===== src/rtl/linear_1d_sync_pkg.sv =====
// Shared constants and helpers for the linear_1d_sync block family.
// Parameter limits are kept here so every instantiating file agrees on them.
package linear_1d_sync_pkg;

    localparam int unsigned WIDTH_MIN  = 1;
    localparam int unsigned WIDTH_MAX  = 32;
    localparam int unsigned CYCLES_MIN = 2;
    localparam int unsigned CYCLES_MAX = 4;
    localparam int unsigned FILTER_MIN = 1;
    localparam int unsigned FILTER_MAX = 255;

    // Smallest r such that 2**r >= v.
    function automatic int unsigned clog2(input int unsigned v);
        int unsigned r;
        r = 0;
        for (int unsigned i = 0; i < 32; i++) begin
            if ((64'(1) << i) < 64'(v)) begin
                r = i + 1;
            end
        end
        return r;
    endfunction

endpackage


===== src/rtl/linear_1d_sync_chan.sv =====
// One channel: CYCLES-deep synchronizer, FILTER-cycle stability filter,
// and registered rise/fall pulses on each accepted level change.
module linear_1d_sync_chan
    import linear_1d_sync_pkg::*;
#(
    parameter int unsigned CYCLES  = 2,
    parameter int unsigned FILTER  = 1,
    parameter logic        RST_VAL = 1'b0
) (
    input  logic clk,
    input  logic reset_n,
    input  logic sig_in,
    output logic sig_out,
    output logic rise,
    output logic fall
);

    localparam int unsigned   CW       = clog2(FILTER + 1);
    localparam logic [CW-1:0] CNT_LAST = CW'(FILTER - 1);

    (* ASYNC_REG = "TRUE" *) logic [CYCLES-1:0] r_sync = {CYCLES{RST_VAL}};
    logic [CW-1:0] r_cnt  = '0;
    logic          r_filt = RST_VAL;
    logic          r_rise = 1'b0;
    logic          r_fall = 1'b0;
    logic          w_s;

    assign w_s = r_sync[CYCLES-1];

    always_ff @(posedge clk or negedge reset_n) begin
        if (!reset_n) begin
            r_sync <= {CYCLES{RST_VAL}};
        end else begin
            r_sync <= {r_sync[CYCLES-2:0], sig_in};
        end
    end

    // Pulses are raised on the same edge filt loads, so they line up with
    // the first cycle sig_out shows the new level.
    always_ff @(posedge clk or negedge reset_n) begin
        if (!reset_n) begin
            r_cnt  <= '0;
            r_filt <= RST_VAL;
            r_rise <= 1'b0;
            r_fall <= 1'b0;
        end else begin
            r_rise <= 1'b0;
            r_fall <= 1'b0;
            if (w_s == r_filt) begin
                r_cnt <= '0;
            end else if (r_cnt == CNT_LAST) begin
                r_filt <= w_s;
                r_cnt  <= '0;
                r_rise <= w_s;
                r_fall <= ~w_s;
            end else begin
                r_cnt <= r_cnt + CW'(1);
            end
        end
    end

    assign sig_out = r_filt;
    assign rise    = r_rise;
    assign fall    = r_fall;

endmodule


===== src/rtl/linear_1d_sync_multi.sv =====
// WIDTH independent synchronize-and-filter channels with edge pulses.
// ACTIVE_HIGH[i]=1 resets channel i to 0, otherwise to 1.
module linear_1d_sync_multi
    import linear_1d_sync_pkg::*;
#(
    parameter int unsigned             WIDTH       = 8,
    parameter int unsigned             CYCLES      = 2,
    parameter int unsigned             FILTER      = 1,
    parameter logic [WIDTH-1:0]        ACTIVE_HIGH = '1
) (
    input  logic             clk,
    input  logic             reset_n,
    input  logic [WIDTH-1:0] sig_in,
    output logic [WIDTH-1:0] sig_out,
    output logic [WIDTH-1:0] rise,
    output logic [WIDTH-1:0] fall
);

    for (genvar i = 0; i < WIDTH; i++) begin : g_chan
        linear_1d_sync_chan #(
            .CYCLES  (CYCLES),
            .FILTER  (FILTER),
            .RST_VAL (~ACTIVE_HIGH[i])
        ) u_chan (
            .clk     (clk),
            .reset_n (reset_n),
            .sig_in  (sig_in[i]),
            .sig_out (sig_out[i]),
            .rise    (rise[i]),
            .fall    (fall[i])
        );
    end

endmodule


===== config.mk =====
export PLATFORM = sky130hd
export DESIGN_NAME = linear_1d_sync_multi
export DESIGN_NICKNAME = d
export VERILOG_FILES = /design/src/rtl/linear_1d_sync_pkg.sv /design/src/rtl/linear_1d_sync_chan.sv /design/src/rtl/linear_1d_sync_multi.sv
export SDC_FILE = /design/constraint.sdc
export NUM_CORES = 1
export LEC_CHECK = 0
export CORE_AREA = 8 8 72 74
export CTS_CLUSTER_DIAMETER = 80
export DETAILED_ROUTE_END_ITERATION = 10
export DIE_AREA = 0 0 80 82
export HOLD_SLACK_MARGIN = 0.12
export SLEW_MARGIN = 30
export SYNTH_ARGS = -nofsm -noshare
export SYNTH_HDL_FRONTEND = slang
export SYNTH_SLANG_ARGS = --single-unit

===== constraint.sdc =====
create_clock -name clk -period 3.39 [get_ports clk]
set_input_delay 0.678 -clock clk [delete_from_list [all_inputs] [get_ports clk]]
set_output_delay 0.678 -clock clk [all_outputs]
set_load 0.01 [all_outputs]

run_1/layer_met1.png
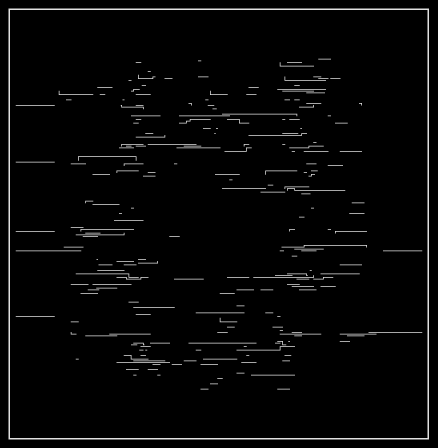
share of all routed wire: 37%
wire length on this layer: 756 um
nets with wire on the layer: 119
met1 usage: 0.06795
vias: 696

run_1/layer_met2.png
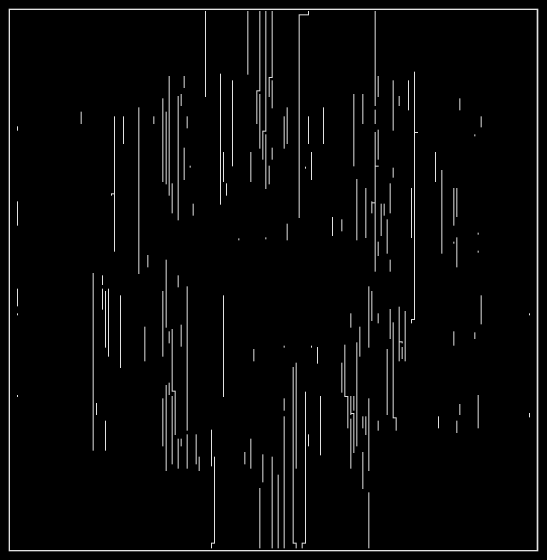
longest straight run: 37.6 um
wire length on this layer: 1,080 um
met2 GRT Util: 0.1237
final WL: 2066 um

run_1/layer_met3.png
The bar under the picture is 20 um long. Cells faint in the background.
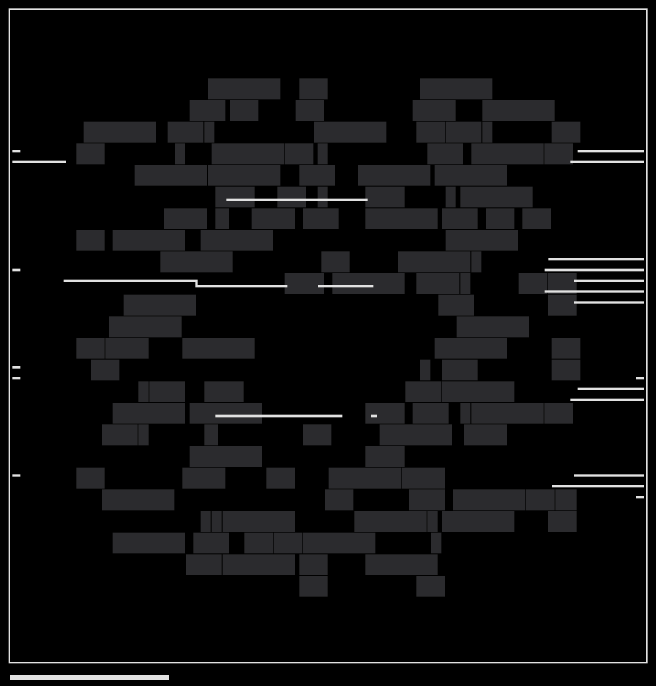
share of all routed wire: 9.0%
longest straight run: 17.5 um
wire length on this layer: 187 um
met3 Use GR: 0.04376

==> CHANGELOG.md, run 1 <==
### Physical design

* Yosys reg bits at about 40
* Fin Setup TNS at 0 ns
* Post-layout util at 0.4505
* Ys cells at 104
* Non-filler cells, final at around 170
* Dpl cells at 165
* CP Buf/Inv Count at 1
* Synthesized instance count at 104
* Top delay family on crit path: buffers and inverters
* Final hold violation count at 0
* Status: completed
* Worst Setup Start Kind: flip-flop
* Initial DRC Count at 13
* Initial Util at 0.3768
* Mapped Nets at approximately 130
* ANT nets after route at 0
* Crit end category: output pin
* CTS Buffer Depth at 2
* Max-cap violations at 0
* And+or+nand+nor area frac at 0
* Hold-fix buffers at CTS at 0
* PnR worst setup slack at about 1.5 ns
* Critical Path Start: g_chan[2].u_chan.sig_out
* Pin count of the biggest net entering global routing at roughly 41
* # DRC at 0
* Final Max Tran Viols at 0
* Biggest register: g_chan.u_chan.r_sync
* RSZ-0062 raised after global routing: no
* Reg2reg start: g_chan[5].u_chan.r_sync[1]
* CTS Root Cell: clkbuf_8
* Post-synthesis xor/xnor area fraction at 0
* # setup viols final at 0
* Routed length per instance at 11.94 um
* GPL Wtd Cong at 0.6291
* YS warnings at 0
* P per Cell Area at ~780 nW/um^2
* Hold crit path type: reg2reg
* Avg Inst Size Synth at 15.01 um^2
* Place WS at around 1.8 ns
* Chip area at ~6600 um^2
* Clock Pin Slew Worst Setup and Hold Paths at 0.07 ns
* CP peak stage delay at roughly 0.56 ns
* Share of layout cells above drive strength 1 at 0.1405
* Layout net count at about 150
* Highest-count logic cell in the final layout: dfrtp_1
* Main logic family: buffers and inverters
* Synth Seq Share at 0.6410
* Final Critical Period at ~1.9 ns
## run 1: path summary, 6_finish.rpt
| check | end | slack, ns | depth (start not counted) |
|---|---|---|---|
| max reg2reg | g_chan[5].u_chan.sig_out | 2.23 | 3 |
| max | sig_out[2] | 1.47 | 1 |
| min reg2reg | g_chan[1].u_chan.r_sync[1] | 0.35 | 0 |
| min | g_chan[1].u_chan.r_sync[1] | 0.35 | 0 |
| min in group asynchronous | g_chan[7].u_chan.rise | 0.36 | 1 |
| max in group asynchronous | g_chan[0].u_chan.fall | 2.70 | 1 |
## run 1: synthesized netlist by cell type
library cell,count,share of area
inv_1,16,0.038
ha_1,16,0.13
buf_4,24,0.12
mux2_4,8,0.077
dfrtp_1,40,0.64
## run 1: layer usage
layer	up-vias	track usage	wire, um
li1	320	-	-
met1	345	0.06795	756
met2	25	0.1237	1080
met3	6	0.04376	186
met4	0	0.03818	42
met5	-	0	0
## run 1: report_power, final
part	leakage (nW)	switching (W)	internal (W)
clock	0.0510	0.000153	0.000162
combinational	0.402	0.000174	0.000307
sequential	0.486	0.0000714	0.000589
total	0.939	0.000398	0.00106
## run 1: stage by stage
| step | hold WS [ns] | cell area [um^2] |
|---|---|---|
| after floorplan | 0.3312 | 1562 |
| after global placement | 0.3314 | 1772 |
| after detailed placement | 0.3363 | 1772 |
| after CTS | 0.3539 | 1864 |
| after global routing | 0.3566 | 1867 |
| final | 0.3516 | 1867 |
## run 1: layout make-up
| type | instances | share of cell area |
|---|---|---|
| flip-flops and latches | 40 | 0.5362 |
| repair buffers | 33 | 0.1756 |
| multi-input cells | 24 | 0.1716 |
| clock buffers | 6 | 0.04424 |
| well taps | 52 | 0.03485 |
| inverters | 16 | 0.03217 |
| clock inverters | 2 | 0.005362 |
==> run 1 -> run 2 <==
PLACE_DENSITY = 0.66   (was not set)
clock period = 1.75 ns   (was 3.39 ns; I/O delays follow)
run_2/layer_met1.png
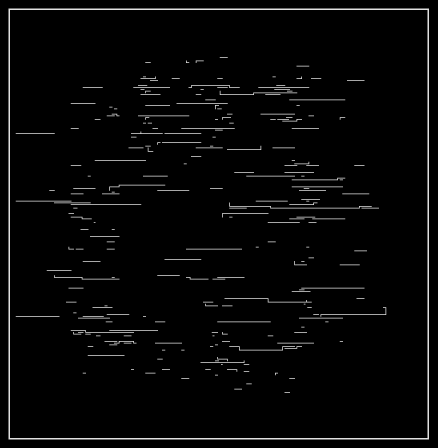
wire length on this layer: 760 um
main direction: horizontal
final WL: 2194 um
vias: 701

==> run 2 against run 1 <==
Clock power up 63%. Final area up 0.20%. Via count up 0.72%. Hold slack worse by 0.0012 ns. Sequential cell count unchanged. Global-route usage up 0.57 points. Final cell count down 0.58%. Non-clock buffer count up 2. First-iteration DRC count down 15%. Critical path depth unchanged. Largest cell class unchanged. Clock skew down 0.00076 ns.
==> CHANGELOG.md, run 2 <==
### Physical design

* Top cells, area: dfrtp_1 64%, ha_1 13%, buf_4 12%
* CTS Buffer Depth at 2
* EDFF count, synth at 0
* Clock Pin Slew Worst Setup and Hold Paths at roughly 0.06 ns
* Reg2reg start: g_chan[5].u_chan.r_sync[1]
* Initial DRC Count at 11
* Hold crit path type: reg2reg
* Place WS at between 0.4 and 0.5 ns
* GPL Wtd Cong at between 0.6 and 0.7
* Main logic family: buffers and inverters
* Post-synthesis cell type with the largest instance count: dfrtp_1
* Status: completed
* Worst Setup Start Kind: flip-flop
* ANT nets after route at 0
* # setup viols final at 0
* CTS Root Cell: clkbuf_8
* Pin count of the biggest net entering global routing at 29
* P_sw at 0.0007357 W
* Routed length per instance at approximately 13 um
* CP Buf/Inv Count at 1
* Crit end category: output pin
* Critical path depth at 1
* Non-filler cells, final at about 170
* CP peak stage delay at ~0.56 ns
* Synthesized instance count at between 100 and 150
* Dominant cell area share at 0.6410
* Int Pwr at ~0.002 W
* Ys cells at 104
* Seq pwr share at 0.470
* Avg Inst Size Synth at between 15 and 20 um^2
* Mapped Nets at 130
* Ys async rst share at 1.000
* Layout net count at around 150
* Worst Reg-to-Reg Cells at 3
* Biggest register: g_chan.u_chan.r_sync
* Chip area at around 6600 um^2
* Sw frac at 0.2690
* Worst setup path endpoint: sig_out[2]
* Ys flop type: dfrtp_1
* Worst reg2reg endpoint: g_chan[5].u_chan.sig_out
run_2/layer_met2.png
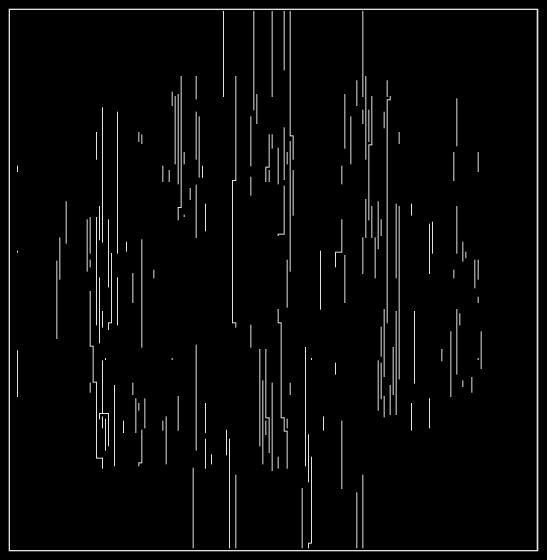
share of all routed wire: 53%
longest straight run: 33.8 um
met2 GRT Util: 0.1326

==> run 2: cell count changes in the layout (fill, tap and decap cells not counted), sizes merged <==
cell / change
buf: +1
dlygate4sd3: +1
clkbuf: -1
clkinv: -2
==> run 2: metrics by stage <==
step,hold WS (ns),cell area (um^2)
floorplan,0.05441,1562
global placement,0.2511,1792
detailed placement,0.2621,1792
CTS,0.3523,1871
global route,0.3666,1871
finish,0.3504,1871
==> run 2: area by class of cell <==
| cell class | instances | area (um^2) | area share |
|---|---|---|---|
| multi-input combinational | 24 | 320.3 | 0.1712 |
| tap | 52 | 65.06 | 0.03478 |
| sequential | 40 | 1001 | 0.5351 |
| timing repair buffer | 35 | 355.3 | 0.1900 |
| inverter | 16 | 60.06 | 0.03211 |
| clock buffer | 5 | 68.82 | 0.03679 |
==> run 2: power by group through the flow <==
stage | Combinational (W) | Sequential [W] | Clock [W]
6_report | 0.000937 | 0.00128 | 0.000514
2_1_floorplan | 0.000728 | 0.00126 | 0
5_1_grt | 0.00103 | 0.00132 | 0.000597
3_3_place_gp | 0.000925 | 0.00128 | 0
3_5_place_dp | 0.000961 | 0.00130 | 0
4_1_cts | 0.000961 | 0.00129 | 0.000546
==> run 2: routing by layer <==
metal / vias to the layer above / global-route usage / part of all wire
met1: 352 / 0.07585 / 0.35
met3: 2 / 0.04923 / 0.11
met2: 25 / 0.1326 / 0.53
met4: 0 / 0.03273 / 0.0096
li1: 322 / - / -
met5: - / 0 / 0
==> run 2: cells by family after synthesis <==
logic type / count (synthesis)
buf+inv: 40
mux: 8
flops: 40
fa+ha+maj: 16
==> run 2 -> run 3 <==
GPL_ROUTABILITY_DRIVEN = 0   (was not set)
run_3/layer_met1.png
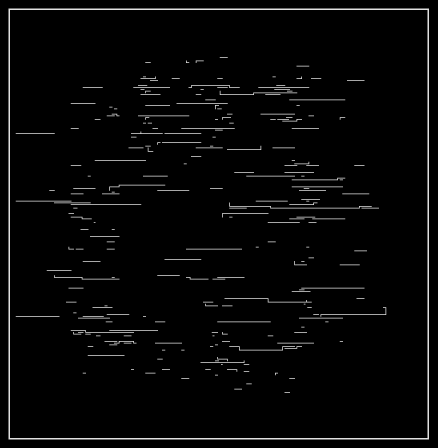
wire length on this layer: 760 um
main direction: horizontal
met1 usage: 0.07585

==> run 3 against run 2 <==
Die area is the same. Maximum frequency unchanged. Power did not move. Area after synthesis did not move. Clock power barely moved. Worst setup slack is the same. Clock-buffer cell count did not move. Hold slack is the same. Sequential power hardly changed. Final cell count unchanged. Sequential cell count did not move. Non-clock buffer count unchanged. Largest power group unchanged.
==> CHANGELOG.md, run 3 <==
### Physical design

* Final hold violation count at 0
* Hold path depth at 0
* Final WL at ~2200 um
* Crit end category: output pin
* Hold crit path type: reg2reg
* Synth Seq Share at 0.6410
* Routed length per instance at ~13 um
* Ys flop type: dfrtp_1
* Seq pwr share at 0.470
* Clock Pin Slew Worst Setup and Hold Paths at about 0.060 ns
* Worst Setup Start Kind: flip-flop
* Top cells, area: dfrtp_1 64%, ha_1 13%, buf_4 12%
* EDFF count, synth at 0
* Worst Reg-to-Reg Cells at 3
* CP Buf/Inv Count at 1
* Ys async rst share at 1.000
* Mapped Area at about 1600 um^2
* Ys cells at approximately 100
* Fin Setup TNS at 0 ns
* Clock Power Share at 0.188
* Number of port buffers at 33
* Final Critical Period at 1.586 ns
* Met3 Use GR at 0.04923
* Dominant cell area share at 0.6410
* Synthesized instance count at 104
* Non-filler cells, final at 172
* P_sw at about 0.00074 W
* Top delay family on crit path: buffers and inverters
* Met2 GRT Util at 0.1326
* Yosys reg bits at about 40
* CTS Buffer Depth at 2
* Post_cts resized at 0
* Pin count of the biggest net entering global routing at 29
* Area after DPL at 1792 um^2
* YS warnings at 0
* PnR worst setup slack at 0.1643 ns
* Finished Cell Area at around 1900 um^2
* Max-cap violations at 0
* Post-synthesis cell type with the largest instance count: dfrtp_1
* # DRC at 0
* Status: completed
* Pre-Repair DR Iteration Count at 3
* Hold-fix buffers at CTS at 1
* Biggest register: g_chan.u_chan.r_sync
* Share of layout cells above drive strength 1 at 0.1250
* Int Pwr at around 0.0020 W
* Dpl cells at between 150 and 200
* CTS Root Cell: clkbuf_8
* # setup viols final at 0
* Crit Path Class: reg2out
* Commonest cells post-synth: 40 x dfrtp_1, 24 x buf_4, 16 x ha_1, 16 x inv_1, 8 x mux2_4
* # clock sinks at ~40
* Place WS at 0.4570 ns
* P per Cell Area at between 1000 and 1500 nW/um^2
* Layout net count at roughly 150
* Area leader, netlist: dfrtp_1
* Initial Util at 0.3768
* Critical path depth at 1
* Initial DRC Count at 11
* RSZ-0062 raised after global routing: no
* Avg Inst Size Synth at between 15 and 20 um^2
* Chip area at roughly 6600 um^2
* Hold WS at approximately 0.35 ns
* Gr busiest metal: met2
* Vias at 701
* Final Max Tran Viols at 0
* Sw frac at 0.2690
* CP peak stage delay at roughly 0.56 ns
* Comb pwr share at 0.343
* ANT nets after route at 0
* Mapped Nets at around 130
run_3/flops_by_reg.png
The bar under the picture is 20 um long. Other sequential cells in the stronger grey, the rest of the logic in the fainter grey.
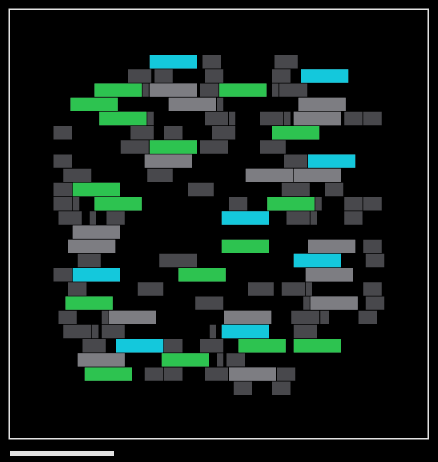
[`g_chan.u_chan.r_sync`] green | placed flops: 16
[`g_chan.u_chan.rise`] cyan | placed flops: 8
not coloured: 16
post-layout util: 0.4514
Seq area share: 0.5351
Sequential Power: 0.00128 W
Flop area: 1001 um^2

## run 3: cell counts after synthesis
Identical to the previous run, type by type.
## run 3: logic make-up (layout without fill, tap and decap cells)
group	after synthesis	in the layout	synth area share
fa+ha+maj	16	16	0.1282
buf+inv	40	56	0.1538
flops	40	40	0.6410
mux	8	8	0.07693
## run 3: worst paths after layout
| path | end | startpoint | slack [ns] |
|---|---|---|---|
| max reg2reg | g_chan[5].u_chan.sig_out | g_chan[5].u_chan.r_sync[1] | 0.59 |
| min reg2reg | g_chan[2].u_chan.r_sync[1] | g_chan[2].u_chan.r_sync[0] | 0.35 |
| min in group asynchronous | g_chan[7].u_chan.r_sync[1] | reset_n | 0.50 |
| max | sig_out[2] | g_chan[2].u_chan.sig_out | 0.16 |
| min | g_chan[2].u_chan.r_sync[1] | g_chan[2].u_chan.r_sync[0] | 0.35 |
| max in group asynchronous | g_chan[2].u_chan.fall | reset_n | 0.81 |
## run 3: layout make-up
class | count | area [um^2] | share of cell area
Timing Repair Buffer | 35 | 355.3 | 0.1900
Clock buffer | 5 | 68.82 | 0.03679
Sequential cell | 40 | 1001 | 0.5351
Multi-Input combinational cell | 24 | 320.3 | 0.1712
Tap cell | 52 | 65.06 | 0.03478
Inverter | 16 | 60.06 | 0.03211
## run 3: layer usage
metal	vias up	part of all wire	routed length (um)
met5	-	0	0
met4	0	0.0096	21
met2	25	0.53	1171
met1	352	0.35	760
met3	2	0.11	241
li1	322	-	-
## run 3: power groups by stage
stage / clock [W] / combinational (W) / sequential [W]
2_1_floorplan: 0 / 0.000728 / 0.00126
3_3_place_gp: 0 / 0.000925 / 0.00128
3_5_place_dp: 0 / 0.000961 / 0.00130
4_1_cts: 0.000546 / 0.000961 / 0.00129
5_1_grt: 0.000597 / 0.00103 / 0.00132
6_report: 0.000514 / 0.000937 / 0.00128
Power and IR drop assume default switching activity.
